File: config.mk
export PLATFORM = sky130hd
export DESIGN_NAME = decode_queue_flat
export DESIGN_NICKNAME = d
export VERILOG_FILES = /design/src/rtl/decode_queue_if.sv /design/src/rtl/decode_queue.sv /design/src/flat_wrapper.sv
export SDC_FILE = /design/constraint.sdc
export NUM_CORES = 1
export LEC_CHECK = 0
export CAP_MARGIN = 25
export CORE_ASPECT_RATIO = 0.5
export CORE_MARGIN = 8
export CORE_UTILIZATION = 63
export DETAILED_ROUTE_END_ITERATION = 12
export GPL_TIMING_DRIVEN = 0
export PLACE_DENSITY = 0.85
export SLEW_MARGIN = 20
export SYNTH_ARGS = -nofsm -noshare
export SYNTH_HDL_FRONTEND = slang
export SYNTH_SLANG_ARGS = --single-unit
File: constraint.sdc
create_clock -name clk -period 14 [get_ports clk]
set_clock_uncertainty 0.15 [all_clocks]
set_input_delay 2.8 -clock clk [delete_from_list [all_inputs] [get_ports clk]]
set_output_delay 2.8 -clock clk [all_outputs]
set_load 0.005 [all_outputs]
File: src/rtl/decode_queue_if.sv
// Decoded-instruction bundle types and the decoder/dispatch-facing
// interface of the decode queue.

package decode_queue_pkg;

  typedef struct packed {
    logic       valid;
    logic [4:0] addr;
  } RegFile_t;

  typedef struct packed {
    logic        valid;
    logic [31:0] data;
  } ImmData_t;

  typedef enum logic [1:0] {
    UNIT_NOP = 2'd0,
    UNIT_ALU = 2'd1,
    UNIT_LSU = 2'd2,
    UNIT_BRU = 2'd3
  } ExeUnit_t;

  typedef logic [3:0] OpCommand_t;

  // One queue entry: everything the decoder hands over for a single instruction.
  typedef struct packed {
    RegFile_t   rs1;
    RegFile_t   rs2;
    RegFile_t   rd;
    logic       invalid;
    ImmData_t   imm_data;
    ExeUnit_t   unit;
    OpCommand_t command;
  } entry_t;

endpackage

interface decode_queue_if #(
  parameter int DEPTH = 8,
  parameter int CNTW  = $clog2(DEPTH) + 1
);
  import decode_queue_pkg::*;

  // Decoder side
  logic       flush;
  logic       dec_e_;
  RegFile_t   rs1;
  RegFile_t   rs2;
  RegFile_t   rd;
  logic       invalid;
  ImmData_t   imm_data;
  ExeUnit_t   unit;
  OpCommand_t command;
  logic       is_full;

  // Dispatch side
  logic       issue_e_;
  logic       issue_ready;
  RegFile_t   issue_rs1;
  RegFile_t   issue_rs2;
  RegFile_t   issue_rd;
  logic       issue_invalid;
  ImmData_t   issue_imm_data;
  ExeUnit_t   issue_unit;
  OpCommand_t issue_command;
  logic [CNTW-1:0] count;

  // Producer/consumer view (decoder, dispatch, testbench)
  modport master (
    output flush, dec_e_, rs1, rs2, rd, invalid, imm_data, unit, command, issue_ready,
    input  is_full, issue_e_, issue_rs1, issue_rs2, issue_rd, issue_invalid,
           issue_imm_data, issue_unit, issue_command, count
  );

  // Queue view
  modport slave (
    input  flush, dec_e_, rs1, rs2, rd, invalid, imm_data, unit, command, issue_ready,
    output is_full, issue_e_, issue_rs1, issue_rs2, issue_rd, issue_invalid,
           issue_imm_data, issue_unit, issue_command, count
  );

endinterface

File: src/rtl/decode_queue.sv
// Decoded-instruction FIFO between the decoder and dispatch. Back-pressure
// (is_full) and the head view are derived only from registered state, so
// there is no combinational path from dec_e_/issue_ready to is_full.

module decode_queue
  import decode_queue_pkg::*;
#(
  parameter int DEPTH = 8,
  parameter int CNTW  = $clog2(DEPTH) + 1
) (
  input logic          clk,
  input logic          reset_,
  decode_queue_if.slave dq_if
);

  localparam int PW = $clog2(DEPTH);

  entry_t          mem_q [DEPTH];
  logic [PW-1:0]   wp_q, wp_d;
  logic [PW-1:0]   rp_q, rp_d;
  logic [CNTW-1:0] count_q, count_d;

  logic   empty_s;
  logic   full_s;
  logic   push_s;
  logic   pop_s;
  entry_t wr_ent_s;
  entry_t head_s;

  assign empty_s = (count_q == CNTW'(0));
  assign full_s  = (count_q == CNTW'(DEPTH));

  // Flush wins over both push and pop; full blocks push even if a pop happens now.
  assign push_s = ~dq_if.dec_e_ & ~full_s & ~dq_if.flush;
  assign pop_s  = ~empty_s & dq_if.issue_ready & ~dq_if.flush;

  assign wr_ent_s.rs1      = dq_if.rs1;
  assign wr_ent_s.rs2      = dq_if.rs2;
  assign wr_ent_s.rd       = dq_if.rd;
  assign wr_ent_s.invalid  = dq_if.invalid;
  assign wr_ent_s.imm_data = dq_if.imm_data;
  assign wr_ent_s.unit     = dq_if.unit;
  assign wr_ent_s.command  = dq_if.command;

  // Next-state for pointers and occupancy.
  always_comb begin
    wp_d    = wp_q;
    rp_d    = rp_q;
    count_d = count_q;
    if (dq_if.flush) begin
      wp_d    = PW'(0);
      rp_d    = PW'(0);
      count_d = CNTW'(0);
    end else begin
      if (push_s) begin
        wp_d = wp_q + PW'(1);
      end else begin
        wp_d = wp_q;
      end
      if (pop_s) begin
        rp_d = rp_q + PW'(1);
      end else begin
        rp_d = rp_q;
      end
      count_d = count_q + CNTW'(push_s) - CNTW'(pop_s);
    end
  end

  // Pointer and occupancy registers, cleared asynchronously.
  always_ff @(posedge clk or negedge reset_) begin
    if (!reset_) begin
      wp_q    <= PW'(0);
      rp_q    <= PW'(0);
      count_q <= CNTW'(0);
    end else begin
      wp_q    <= wp_d;
      rp_q    <= rp_d;
      count_q <= count_d;
    end
  end

  // Entry storage; deliberately not reset, occupancy alone defines validity.
  always_ff @(posedge clk) begin
    if (push_s) begin
      mem_q[wp_q] <= wr_ent_s;
    end
  end

  // Head view: zeros while empty so dispatch never sees stale fields.
  always_comb begin
    head_s = '0;
    if (empty_s) begin
      head_s = '0;
    end else begin
      head_s = mem_q[rp_q];
    end
  end

  assign dq_if.is_full        = full_s;
  assign dq_if.issue_e_       = empty_s;
  assign dq_if.count          = count_q;
  assign dq_if.issue_rs1      = head_s.rs1;
  assign dq_if.issue_rs2      = head_s.rs2;
  assign dq_if.issue_rd       = head_s.rd;
  assign dq_if.issue_invalid  = head_s.invalid;
  assign dq_if.issue_imm_data = head_s.imm_data;
  assign dq_if.issue_unit     = head_s.unit;
  assign dq_if.issue_command  = head_s.command;

endmodule
File: src/flat_wrapper.sv
// flat-port wrapper written by rule: the top's interface ports become plain ports
module decode_queue_flat import decode_queue_pkg::*;
#(
  parameter int DEPTH = 8,
  parameter int CNTW  = $clog2(DEPTH) + 1
)
  (clk, reset_, dq_if_flush, dq_if_dec_e_, dq_if_rs1, dq_if_rs2, dq_if_rd, dq_if_invalid, dq_if_imm_data, dq_if_unit, dq_if_command, dq_if_issue_ready, dq_if_is_full, dq_if_issue_e_, dq_if_issue_rs1, dq_if_issue_rs2, dq_if_issue_rd, dq_if_issue_invalid, dq_if_issue_imm_data, dq_if_issue_unit, dq_if_issue_command, dq_if_count);
  decode_queue_if #(.DEPTH(DEPTH), .CNTW(CNTW)) dq_if_i ();
  input logic clk;
  input logic reset_;
  input wire logic [$bits(dq_if_i.flush)-1:0] dq_if_flush;
  input wire logic [$bits(dq_if_i.dec_e_)-1:0] dq_if_dec_e_;
  input wire logic [$bits(dq_if_i.rs1)-1:0] dq_if_rs1;
  input wire logic [$bits(dq_if_i.rs2)-1:0] dq_if_rs2;
  input wire logic [$bits(dq_if_i.rd)-1:0] dq_if_rd;
  input wire logic [$bits(dq_if_i.invalid)-1:0] dq_if_invalid;
  input wire logic [$bits(dq_if_i.imm_data)-1:0] dq_if_imm_data;
  input wire logic [$bits(dq_if_i.unit)-1:0] dq_if_unit;
  input wire logic [$bits(dq_if_i.command)-1:0] dq_if_command;
  input wire logic [$bits(dq_if_i.issue_ready)-1:0] dq_if_issue_ready;
  output wire logic [$bits(dq_if_i.is_full)-1:0] dq_if_is_full;
  output wire logic [$bits(dq_if_i.issue_e_)-1:0] dq_if_issue_e_;
  output wire logic [$bits(dq_if_i.issue_rs1)-1:0] dq_if_issue_rs1;
  output wire logic [$bits(dq_if_i.issue_rs2)-1:0] dq_if_issue_rs2;
  output wire logic [$bits(dq_if_i.issue_rd)-1:0] dq_if_issue_rd;
  output wire logic [$bits(dq_if_i.issue_invalid)-1:0] dq_if_issue_invalid;
  output wire logic [$bits(dq_if_i.issue_imm_data)-1:0] dq_if_issue_imm_data;
  output wire logic [$bits(dq_if_i.issue_unit)-1:0] dq_if_issue_unit;
  output wire logic [$bits(dq_if_i.issue_command)-1:0] dq_if_issue_command;
  output wire logic [$bits(dq_if_i.count)-1:0] dq_if_count;
  assign dq_if_i.flush = dq_if_flush;
  assign dq_if_i.dec_e_ = dq_if_dec_e_;
  assign dq_if_i.rs1 = dq_if_rs1;
  assign dq_if_i.rs2 = dq_if_rs2;
  assign dq_if_i.rd = dq_if_rd;
  assign dq_if_i.invalid = dq_if_invalid;
  assign dq_if_i.imm_data = dq_if_imm_data;
  assign dq_if_i.unit = dq_if_unit;
  assign dq_if_i.command = dq_if_command;
  assign dq_if_i.issue_ready = dq_if_issue_ready;
  assign dq_if_is_full = dq_if_i.is_full;
  assign dq_if_issue_e_ = dq_if_i.issue_e_;
  assign dq_if_issue_rs1 = dq_if_i.issue_rs1;
  assign dq_if_issue_rs2 = dq_if_i.issue_rs2;
  assign dq_if_issue_rd = dq_if_i.issue_rd;
  assign dq_if_issue_invalid = dq_if_i.issue_invalid;
  assign dq_if_issue_imm_data = dq_if_i.issue_imm_data;
  assign dq_if_issue_unit = dq_if_i.issue_unit;
  assign dq_if_issue_command = dq_if_i.issue_command;
  assign dq_if_count = dq_if_i.count;
  decode_queue #(.DEPTH(DEPTH), .CNTW(CNTW)) u_core (.clk(clk), .reset_(reset_), .dq_if(dq_if_i));
endmodule
==> results.ini <==
[run]
warning_count = 27
maxCapViolCount = 0

[finish]
n_multi_input_combinational_cell = 232
layoutNonFillerInstCount = 1371
nonClockInverterCount = 10
top_cell_class_by_occupied_area = sequential cells
comb_area_share_pct = 16.57
area_growth_synth_to_finish_pct = 20.19
design.final.nets = 1031
clock_buffers = 50
share_of_layout_cells_above_drive_strength_1_pct = 24.32
area_share_clock_buf_inv_pct = 5.680
top_register = u_core.mem_q
postLayoutCellArea_um2 = 21590

[logic_synthesis]
synth.ff_latch_count = 474
async_flop_share_pct = 2.110
number_of_synthesized_flops_with_an_enable_pin = 464
postSynthCellCount = 756
synthXorXnorAreaFrac_pct = 0.04876
synth_stat.cells = 756
ys_seq_share_pct = 78.97
muxShareOfSynthArea_pct = 14.73
ys.warnings.count = 0
postSynthNetCount = 828

[power_and_ir_drop]
cellLeakagePower_nw = 6.925
clock_share_of_power_pct = 29.5
combPwrFrac_pct = 26.1
report.power.total_mw = 3.657
largest_voltage_drop_on_the_vdd_net_mv = 0.1031

[worst_setup_path]
critical_path_class = reg2out
delay_of_the_slowest_critical_path_stage_ps = 530
largest_delay_contributor_family_on_the_critical_path = buffers and inverters
critPathMostFrequentCell = sky130_fd_sc_hd__buf_2
r2r_slack_ps = 10840
critical_path.startpoint = u_core.dq_if.count[2]

[timing]
max-slew-margin-rel_pct = 34.75
timing.final.setup_violations = 0
fin_worst_hold_slack_ps = 508.5
grt_setup_unrepaired = false
finalMaxSlewViolations = 0
max_slew.worst_pin.slew_ps = 978.7
timing.final.ws_setup_ps = 7682
final.period_utilization_pct = 45.13
setup-tns-final_ps = 0

[detailed_routing]
antenna_left = 0
drt_first_iter_violations = 1252

[placement]
detailed_place.area_um2 = 20360
placement.setup.worst_slack_ps = 8162
numPlacedInstances = 1299

[outcome]
run_status = finished, final reports clean

[clock_tree]
cts_max_path_buffers = 3
cts_repair_resize_count = 0
clock_input_transition_at_the_sequential_cells_of_the_worst_setup_and_hold_paths_ps = 60

[global_route]
overflow = 0
globalRouteTotalUtil_pct = 26.61
grt_start_max_net_pins = 22
first_global_vias = 9922

[floorplanning]
fp.coreArea_um2 = 27870
nWellTaps = 382
placementRows = 43

## power by group through the flow
stage               logic (mW)  clock network (mW)  registers [mW]
finish                   0.955                1.08            1.62
global route              1.00                1.13            1.63
CTS                      0.962                1.08            1.62
detailed placement       0.915                   0            1.65
global placement         0.881                   0            1.66
floorplan                0.482                   0            1.65
## cells in the final DEF (no fill, tap or decap), drive strengths merged, types with 8 or more instances in the layout
master / instances
edfxtp: 464
clkdlybuf4s50: 126
mux4: 116
clkbuf: 65
buf: 60
a22o: 58
clkinv: 18
nor2: 12
dfrtp: 10
inv: 10
ha: 8
## synthesized netlist by cell type, types with 3 or more instances
cell type | count | area [um^2]
sky130_fd_sc_hd__buf_6 | 5 | 56.30
sky130_fd_sc_hd__nor2_1 | 12 | 45.04
sky130_fd_sc_hd__nand3_1 | 5 | 25.02
sky130_fd_sc_hd__mux4_2 | 116 | 2613
sky130_fd_sc_hd__inv_1 | 9 | 33.78
sky130_fd_sc_hd__dfrtp_1 | 10 | 250.2
sky130_fd_sc_hd__clkbuf_1 | 15 | 56.30
sky130_fd_sc_hd__nor2b_1 | 5 | 31.28
sky130_fd_sc_hd__mux2_2 | 3 | 33.78
sky130_fd_sc_hd__o21ai_0 | 4 | 20.02
sky130_fd_sc_hd__nor3_1 | 4 | 20.02
sky130_fd_sc_hd__buf_2 | 18 | 90.09
sky130_fd_sc_hd__a21oi_1 | 5 | 25.02
sky130_fd_sc_hd__edfxtp_1 | 464 | 13930
sky130_fd_sc_hd__a22o_1 | 58 | 508.0
sky130_fd_sc_hd__ha_1 | 8 | 100.1
## routing by layer
metal	up-vias	global-route usage (%)
met5	-	0
met4	0	12.99
met2	829	45.05
met3	150	5.764
li1	3656	-
met1	4903	32.85
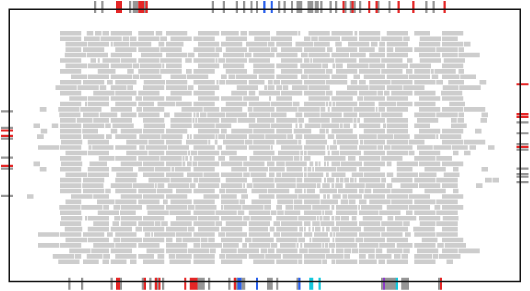
*Pin placement*
(2 px per um) Pins as bars across the die edge, other pins in gray.
dq_if_count: marked cyan, pins 4, direction output, edge bottom. dq_if_issue_rs1: marked blue, pins 6, direction output, edge 4 bottom, 2 top. dq_if_dec_e_: marked purple, pins 1, direction input, edge bottom. dq_if_issue_imm_data: marked red, pins 33, direction output, edge 14 top, 12 bottom, 4 right, 3 left.
All pins by edge: 55 bottom, 51 top, 12 right, 9 left.
die height: 135.4 um
width of the chip: 254.8 um
input/output buffers: 126

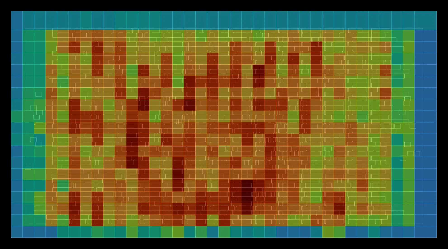
*Track usage over the die*
GRT met1 Usage: 32.85%
mean routed wirelength per cell: 33.29 um
met3 GRT Util: 5.764%

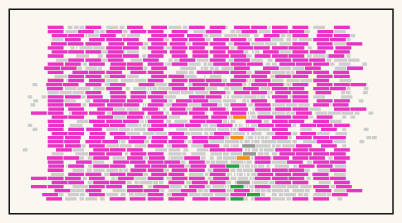
*Register map, names as in the netlist*
(1.5 px per um) Other sequential cells in the stronger gray, the rest of the logic in the fainter gray.
u_core.dq_if.count: marked green, flops 4, where bottom center. u_core.rp_q: marked orange, flops 3. u_core.mem_q: marked magenta, flops 464, where all over the die.
Another 3 sequential cells are not colored.
utilization of the core after routing: 77.46%
power dissipated in sequential cells: 1.62 mW
register fraction of the total cell area: 65.70%
Flop area: 14180 um^2

Power figures rest on the tool's default switching activity, not on a simulated workload.
